**The clock network**

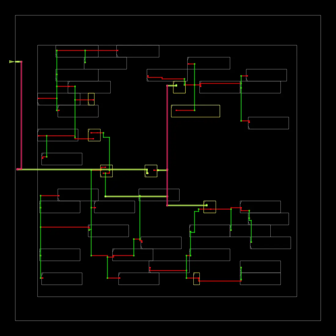
**Signal wires on met3**

Drawn at 6 px/um.
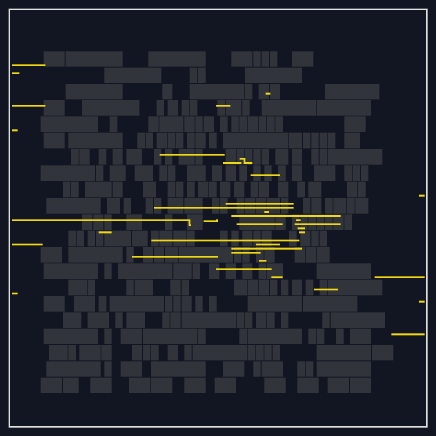
**Signal metal coverage by tile**

Drawn at 6 px/um. The die is cut into 14 by 14 equal tiles; dark purple is low, yellow is high, scaled to the fullest tile. Values are wire area over tile area, all layers added.
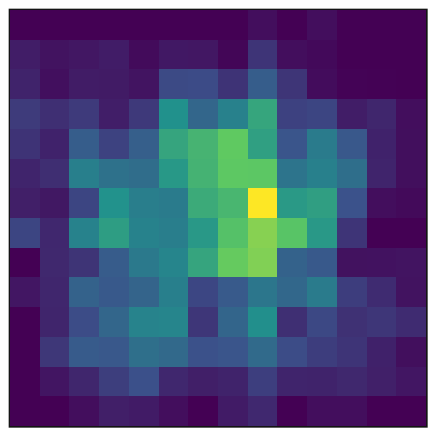
**Cells colored by class**

Drawn at 6 px/um.
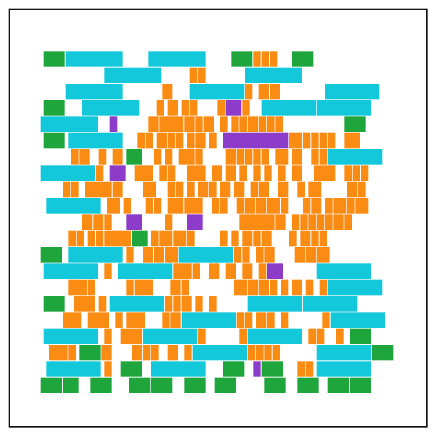
**config.mk**
```make
export PLATFORM = sky130hd
export DESIGN_NAME = i2c_slave_target
export DESIGN_NICKNAME = d
export VERILOG_FILES = /design/src/rtl/i2c_slave_target.sv
export SDC_FILE = /design/constraint.sdc
export NUM_CORES = 1
export LEC_CHECK = 0
export ABC_AREA = 1
export CORE_MARGIN = 5
export CORE_UTILIZATION = 55
export DETAILED_ROUTE_END_ITERATION = 8
export PLACE_DENSITY = 0.78
export SYNTH_ARGS = -nofsm -noshare
export SYNTH_HDL_FRONTEND = slang
export SYNTH_SLANG_ARGS = --single-unit
```
**constraint.sdc**
```tcl
create_clock -name clk -period 2 [get_ports clk]
set_clock_uncertainty 0.1 [all_clocks]
set_input_delay 0.3 -clock clk [delete_from_list [all_inputs] [get_ports clk]]
set_output_delay 0.3 -clock clk [all_outputs]
set_load 0.005 [all_outputs]
```
**src/rtl/i2c_slave_target.sv**
```systemverilog
// Oversampled I2C target: synchronizes SCL/SDA into clk, decodes START/STOP,
// matches a 7-bit address, ACKs writes and serves read bytes from rd_data.
module i2c_slave_target #(
    parameter logic [6:0] SLAVE_ADDR  = 7'h55,
    parameter int         SYNC_STAGES = 2
) (
    input  logic       clk,
    input  logic       reset,
    input  logic       i2c_scl,
    input  logic       i2c_sda_i,
    output logic       i2c_sda_o,
    input  logic [7:0] rd_data,
    output logic       rd_req,
    output logic [7:0] wr_data,
    output logic       wr_valid,
    output logic       addr_match,
    output logic       busy
);

    localparam logic [2:0] S_IDLE      = 3'd0;
    localparam logic [2:0] S_ADDR      = 3'd1;
    localparam logic [2:0] S_ADDR_ACK  = 3'd2;
    localparam logic [2:0] S_WRITE     = 3'd3;
    localparam logic [2:0] S_WR_ACK    = 3'd4;
    localparam logic [2:0] S_READ      = 3'd5;
    localparam logic [2:0] S_RD_ACK    = 3'd6;
    localparam logic [2:0] S_WAIT_STOP = 3'd7;

    logic [SYNC_STAGES-1:0] scl_sync_q;
    logic [SYNC_STAGES-1:0] sda_sync_q;
    logic                   scl_prev_q;
    logic                   sda_prev_q;

    logic       scl_s;
    logic       sda_s;
    logic       scl_rise;
    logic       scl_fall;
    logic       start_det;
    logic       stop_det;

    logic [2:0] state_q,      state_d;
    logic [2:0] bit_cnt_q,    bit_cnt_d;
    logic [6:0] shift_q,      shift_d;
    logic       rw_q,         rw_d;
    logic       ack_phase_q,  ack_phase_d;
    logic       sda_o_q,      sda_o_d;
    logic       rd_req_q,     rd_req_d;
    logic [7:0] wr_data_q,    wr_data_d;
    logic       wr_valid_q,   wr_valid_d;
    logic       addr_match_q, addr_match_d;
    logic       busy_q,       busy_d;

    // Idle bus is high, so synchronizers reset to 1 to avoid phantom edges.
    always_ff @(posedge clk or negedge reset) begin
        if (!reset) begin
            scl_sync_q <= '1;
            sda_sync_q <= '1;
            scl_prev_q <= 1'b1;
            sda_prev_q <= 1'b1;
        end else begin
            scl_sync_q <= {scl_sync_q[SYNC_STAGES-2:0], i2c_scl};
            sda_sync_q <= {sda_sync_q[SYNC_STAGES-2:0], i2c_sda_i};
            scl_prev_q <= scl_s;
            sda_prev_q <= sda_s;
        end
    end

    assign scl_s     = scl_sync_q[SYNC_STAGES-1];
    assign sda_s     = sda_sync_q[SYNC_STAGES-1];
    assign scl_rise  = scl_s & ~scl_prev_q;
    assign scl_fall  = ~scl_s & scl_prev_q;
    assign start_det = scl_s & scl_prev_q & sda_prev_q & ~sda_s;
    assign stop_det  = scl_s & scl_prev_q & ~sda_prev_q & sda_s;

    always_comb begin
        state_d      = state_q;
        bit_cnt_d    = bit_cnt_q;
        shift_d      = shift_q;
        rw_d         = rw_q;
        ack_phase_d  = ack_phase_q;
        sda_o_d      = sda_o_q;
        rd_req_d     = 1'b0;
        wr_data_d    = wr_data_q;
        wr_valid_d   = 1'b0;
        addr_match_d = addr_match_q;
        busy_d       = busy_q;

        if (stop_det) begin
            state_d      = S_IDLE;
            sda_o_d      = 1'b1;
            busy_d       = 1'b0;
            addr_match_d = 1'b0;
            bit_cnt_d    = 3'd0;
            ack_phase_d  = 1'b0;
        end else if (start_det) begin
            state_d      = S_ADDR;
            sda_o_d      = 1'b1;
            busy_d       = 1'b1;
            addr_match_d = 1'b0;
            bit_cnt_d    = 3'd0;
            ack_phase_d  = 1'b0;
        end else begin
            case (state_q)
                S_IDLE, S_WAIT_STOP: begin
                    sda_o_d = 1'b1;
                end

                S_ADDR: begin
                    if (scl_rise) begin
                        shift_d   = {shift_q[5:0], sda_s};
                        bit_cnt_d = bit_cnt_q + 3'd1;
                        // On the 8th rise shift_q holds the 7 address bits and sda_s is R/W.
                        if (bit_cnt_q == 3'd7) begin
                            if (shift_q == SLAVE_ADDR) begin
                                state_d     = S_ADDR_ACK;
                                rw_d        = sda_s;
                                rd_req_d    = sda_s;
                                ack_phase_d = 1'b0;
                            end else begin
                                state_d = S_WAIT_STOP;
                                sda_o_d = 1'b1;
                            end
                        end
                    end
                end

                S_ADDR_ACK, S_WR_ACK: begin
                    if (scl_fall) begin
                        if (!ack_phase_q) begin
                            sda_o_d     = 1'b0;
                            ack_phase_d = 1'b1;
                            if (state_q == S_ADDR_ACK) begin
                                addr_match_d = 1'b1;
                            end
                        end else begin
                            ack_phase_d = 1'b0;
                            bit_cnt_d   = 3'd0;
                            if (state_q == S_WR_ACK || !rw_q) begin
                                sda_o_d = 1'b1;
                                state_d = S_WRITE;
                            end else begin
                                shift_d = rd_data[6:0];
                                sda_o_d = rd_data[7];
                                state_d = S_READ;
                            end
                        end
                    end
                end

                S_WRITE: begin
                    if (scl_rise) begin
                        shift_d   = {shift_q[5:0], sda_s};
                        bit_cnt_d = bit_cnt_q + 3'd1;
                        if (bit_cnt_q == 3'd7) begin
                            wr_data_d   = {shift_q, sda_s};
                            wr_valid_d  = 1'b1;
                            state_d     = S_WR_ACK;
                            ack_phase_d = 1'b0;
                        end
                    end
                end

                S_READ: begin
                    // Counts falls: seven more data bits, then the release for the ACK clock.
                    if (scl_fall) begin
                        bit_cnt_d = bit_cnt_q + 3'd1;
                        if (bit_cnt_q == 3'd7) begin
                            sda_o_d     = 1'b1;
                            state_d     = S_RD_ACK;
                            ack_phase_d = 1'b0;
                        end else begin
                            sda_o_d = shift_q[6];
                            shift_d = {shift_q[5:0], 1'b0};
                        end
                    end
                end

                S_RD_ACK: begin
                    if (scl_rise && !ack_phase_q) begin
                        if (!sda_s) begin
                            rd_req_d    = 1'b1;
                            ack_phase_d = 1'b1;
                        end else begin
                            state_d      = S_WAIT_STOP;
                            addr_match_d = 1'b0;
                        end
                    end else if (scl_fall && ack_phase_q) begin
                        shift_d     = rd_data[6:0];
                        sda_o_d     = rd_data[7];
                        bit_cnt_d   = 3'd0;
                        ack_phase_d = 1'b0;
                        state_d     = S_READ;
                    end
                end

                default: begin
                    state_d = S_IDLE;
                    sda_o_d = 1'b1;
                end
            endcase
        end
    end

    always_ff @(posedge clk or negedge reset) begin
        if (!reset) begin
            state_q      <= S_IDLE;
            bit_cnt_q    <= 3'd0;
            shift_q      <= 7'd0;
            rw_q         <= 1'b0;
            ack_phase_q  <= 1'b0;
            sda_o_q      <= 1'b1;
            rd_req_q     <= 1'b0;
            wr_data_q    <= 8'h00;
            wr_valid_q   <= 1'b0;
            addr_match_q <= 1'b0;
            busy_q       <= 1'b0;
        end else begin
            state_q      <= state_d;
            bit_cnt_q    <= bit_cnt_d;
            shift_q      <= shift_d;
            rw_q         <= rw_d;
            ack_phase_q  <= ack_phase_d;
            sda_o_q      <= sda_o_d;
            rd_req_q     <= rd_req_d;
            wr_data_q    <= wr_data_d;
            wr_valid_q   <= wr_valid_d;
            addr_match_q <= addr_match_d;
            busy_q       <= busy_d;
        end
    end

    assign i2c_sda_o  = sda_o_q;
    assign rd_req     = rd_req_q;
    assign wr_data    = wr_data_q;
    assign wr_valid   = wr_valid_q;
    assign addr_match = addr_match_q;
    assign busy       = busy_q;

endmodule

```
==> Implementation_results.wiki <==
=== Physical design figures ===
{| class="wikitable"
! Metric !! Value
|-
| Layout clock buffers || 7
|-
| Register-to-Register Path Depth || 9
|-
| Synthesized net count || 270
|-
| Register clock-pin slew on the reported worst setup and hold paths || 110 ps
|-
| Slowest stage delay, CP || 590 ps
|-
| Share of cell area taken by flip-flops and latches || 37.7%
|-
| Number of cells after detailed placement || 323
|-
| Worst hold slack || 244 ps
|-
| Combined buffer and inverter count along the critical path || 0
|-
| Power attributed to sequential cells || 0.00104 W
|-
| Count of different cell masters after synthesis || 26
|-
| Initial antenna violation count || 0
|-
| Final setup violating endpoints || 0
|-
| Dominant kind of cell || logic gates
|-
| Yosys-reported design area after synthesis || 1940 um2
|-
| Ratio of total power to cell area || 1340 nW/um2
|-
| Count of hold buffers inserted by post-cts repair || 0
|-
| Switching pwr || 0.00138 W
|-
| Sequential Area || 860 um2
|-
| Post-synthesis cell count from yosys || 256
|-
| Number of synthesized flops with an enable pin || 0
|-
| Worst max-slew margin expressed relative to the limit || 72.7%
|-
| Least setup slack across all paths after layout || 174 ps
|-
| PortBufs || 24
|-
| Most used cells in the layout excluding fill and tap cells || 88 x nand2_1, 27 x dfrtp_1, 25 x nand3_1
|-
| Most Crowded Layer GR || met2
|-
| Commonest cells post-synth || 88 x nand2_1, 27 x dfrtp_1, 25 x nand3_1
|-
| Max cap viols || 0
|-
| Maximum number of pins on one net before global-route repair || 35
|-
| Result of the run || finished clean
|-
| Area share of the largest cell type after synthesis || 34.9%
|-
| Total die area || 4810 um2
|-
| Gr ovfl total || 0
|-
| Final Cycle Share || 91.3%
|-
| Power Internal || 0.00167 W
|-
| Gate count of the mapped netlist || 256
|-
| Library cell occupying the most area in the post-synthesis netlist || dfrtp_1
|-
| Initial detailed-routing violation count || 177
|-
| R2r endpoint || bit_cnt_q[1]
|-
| RSZ-0062 raised after global routing || true
|-
| Area added between synthesis and finish || 17.8%
|-
| Cell occurring most often along the worst timing path || nand2_1
|-
| Syn. warnings || 0
|-
| Comb. pwr || 0.00152 W
|-
| Number of optimization iterations in the first detailed-route pass || 6
|-
| Max Transition Viols Final || 0
|-
| Reported clock group power || 0.000489 W
|-
| Routability cong. || 0.996
|-
| Most frequently placed logic cell in the final layout || nand2_1
|-
| Synth Area per Inst || 7.57 um2
|-
| Die span in y || 69.4 um
|-
| Top layer used by detailed routing || met4
|-
| Critical path depth in cells || 9
|-
| Proportion of layout cells with a drive suffix above 1 || 14.7%
|-
| Maximum VDD drop || 761 uV
|-
| Worst path top cell family by delay || simple AND/OR/NAND/NOR gates
|-
| First element of the critical path || scl_sync_q[1]
|-
| Count of tool warnings || 27
|-
| Postcts setup bufs || 0
|-
| Slew at the pin closest to its max-slew limit || 410 ps
|-
| Data required, critical path || 2130 ps
|-
| WL met2 || 2.01 mm
|-
| Top cell type by instance count after synthesis || nand2_1
|-
| Leakage power figure || 1.16 nW
|-
| Fraction of the core area occupied by cells at floorplan || 57.6%
|-
| X dimension of the die || 69.4 um
|-
| Critical register-to-register path startpoint || scl_sync_q[1]
|-
| Switching part of the total || 45.2%
|-
| Global-route wire length before repair || 7.39 mm
|-
| Estimated wirelength of the detail-placed design || 3.29 mm
|-
| Setup_tns || 0 ps
|-
| Top Ports || 25
|-
| Crit start category || flop
|-
| Critical Path End Type || flop
|-
| Combinational share of power || 49.8%
|-
| Achievable clock frequency || 548 MHz
|-
| Worst Setup Slack post-DPL || 194 ps
|-
| Post-Synthesis Cell Area || 1940 um2
|-
| Non-Clock Buffer Area Fraction || 11.5%
|-
| Post-synthesis sequential element count || 34
|-
| Number of gates resized after CTS || 0
|-
| GR Util met2 || 27.9%
|-
| Combinational share of cell area || 41.2%
|-
| Multi-input comb cells || 193
|-
| Global routing met1 resource utilization || 27.1%
|-
| Slowest cell on crit path || dfstp_2
|}
Back to the opening pictures, 'the clock network':
flop count: 34
clock sink total: 34
total clock buffers created by CTS: 5
clock latency at the later pin of the worst-skew pair: 340 ps

Back to the opening pictures, 'signal wires on met3':
wire length on this layer = 232 um
main direction = horizontal
M3 GR Usage: 4.06%
via count: 1763

Back to the opening pictures, 'signal metal coverage by tile':
mean over tiles = 0.15
nearly empty tiles = 16%
densest ninth of the die = middle
all-layer global routing usage: 18.9%
routed wire length: 4.34 mm
final routed wire length divided by cell count: 13.1 um

Back to the opening pictures, 'cells colored by class':
flops -> cyan  # cells 34, share of their area 39%
other buffers and delay cells -> green  # cells 27, share of their area 12%
clock drivers and dummy loads -> purple  # cells 8, share of their area 3.4%
combinational and other logic -> orange  # cells 216, share of their area 46%
row count: 21
core outline area: 3360 um2
final instance area: 2280 um2
utilization after layout: 67.9%

state kept, by name, summed over array words and instances, names as in the netlist, 2 cells and up:
register    count
bit_cnt_q       3
scl_sync_q      2
sda_sync_q      2
shift_q         7
state_q         3
wr_data         8
stage by stage:
step	total power, W	instance area, um2
2_1_floorplan	0.00222	1940
3_3_place_gp	0.00251	2200
3_5_place_dp	0.00254	2200
4_1_cts	0.00304	2280
5_1_grt	0.00331	2280
6_report	0.00305	2280
kinds of logic (layout without fill, tap and decap cells):
kind of cell / after synthesis / count (layout) / synth area share, %
muxes: 3 / 3 / 1.55
adders and majority gates: 2 / 2 / 1.29
buffers and inverters: 29 / 58 / 7.23
AOI/OAI and AO/OA: 32 / 32 / 10.0
DFF: 34 / 34 / 44.4
and+or+nand+nor: 156 / 156 / 35.6
Power and IR drop assume default switching activity.
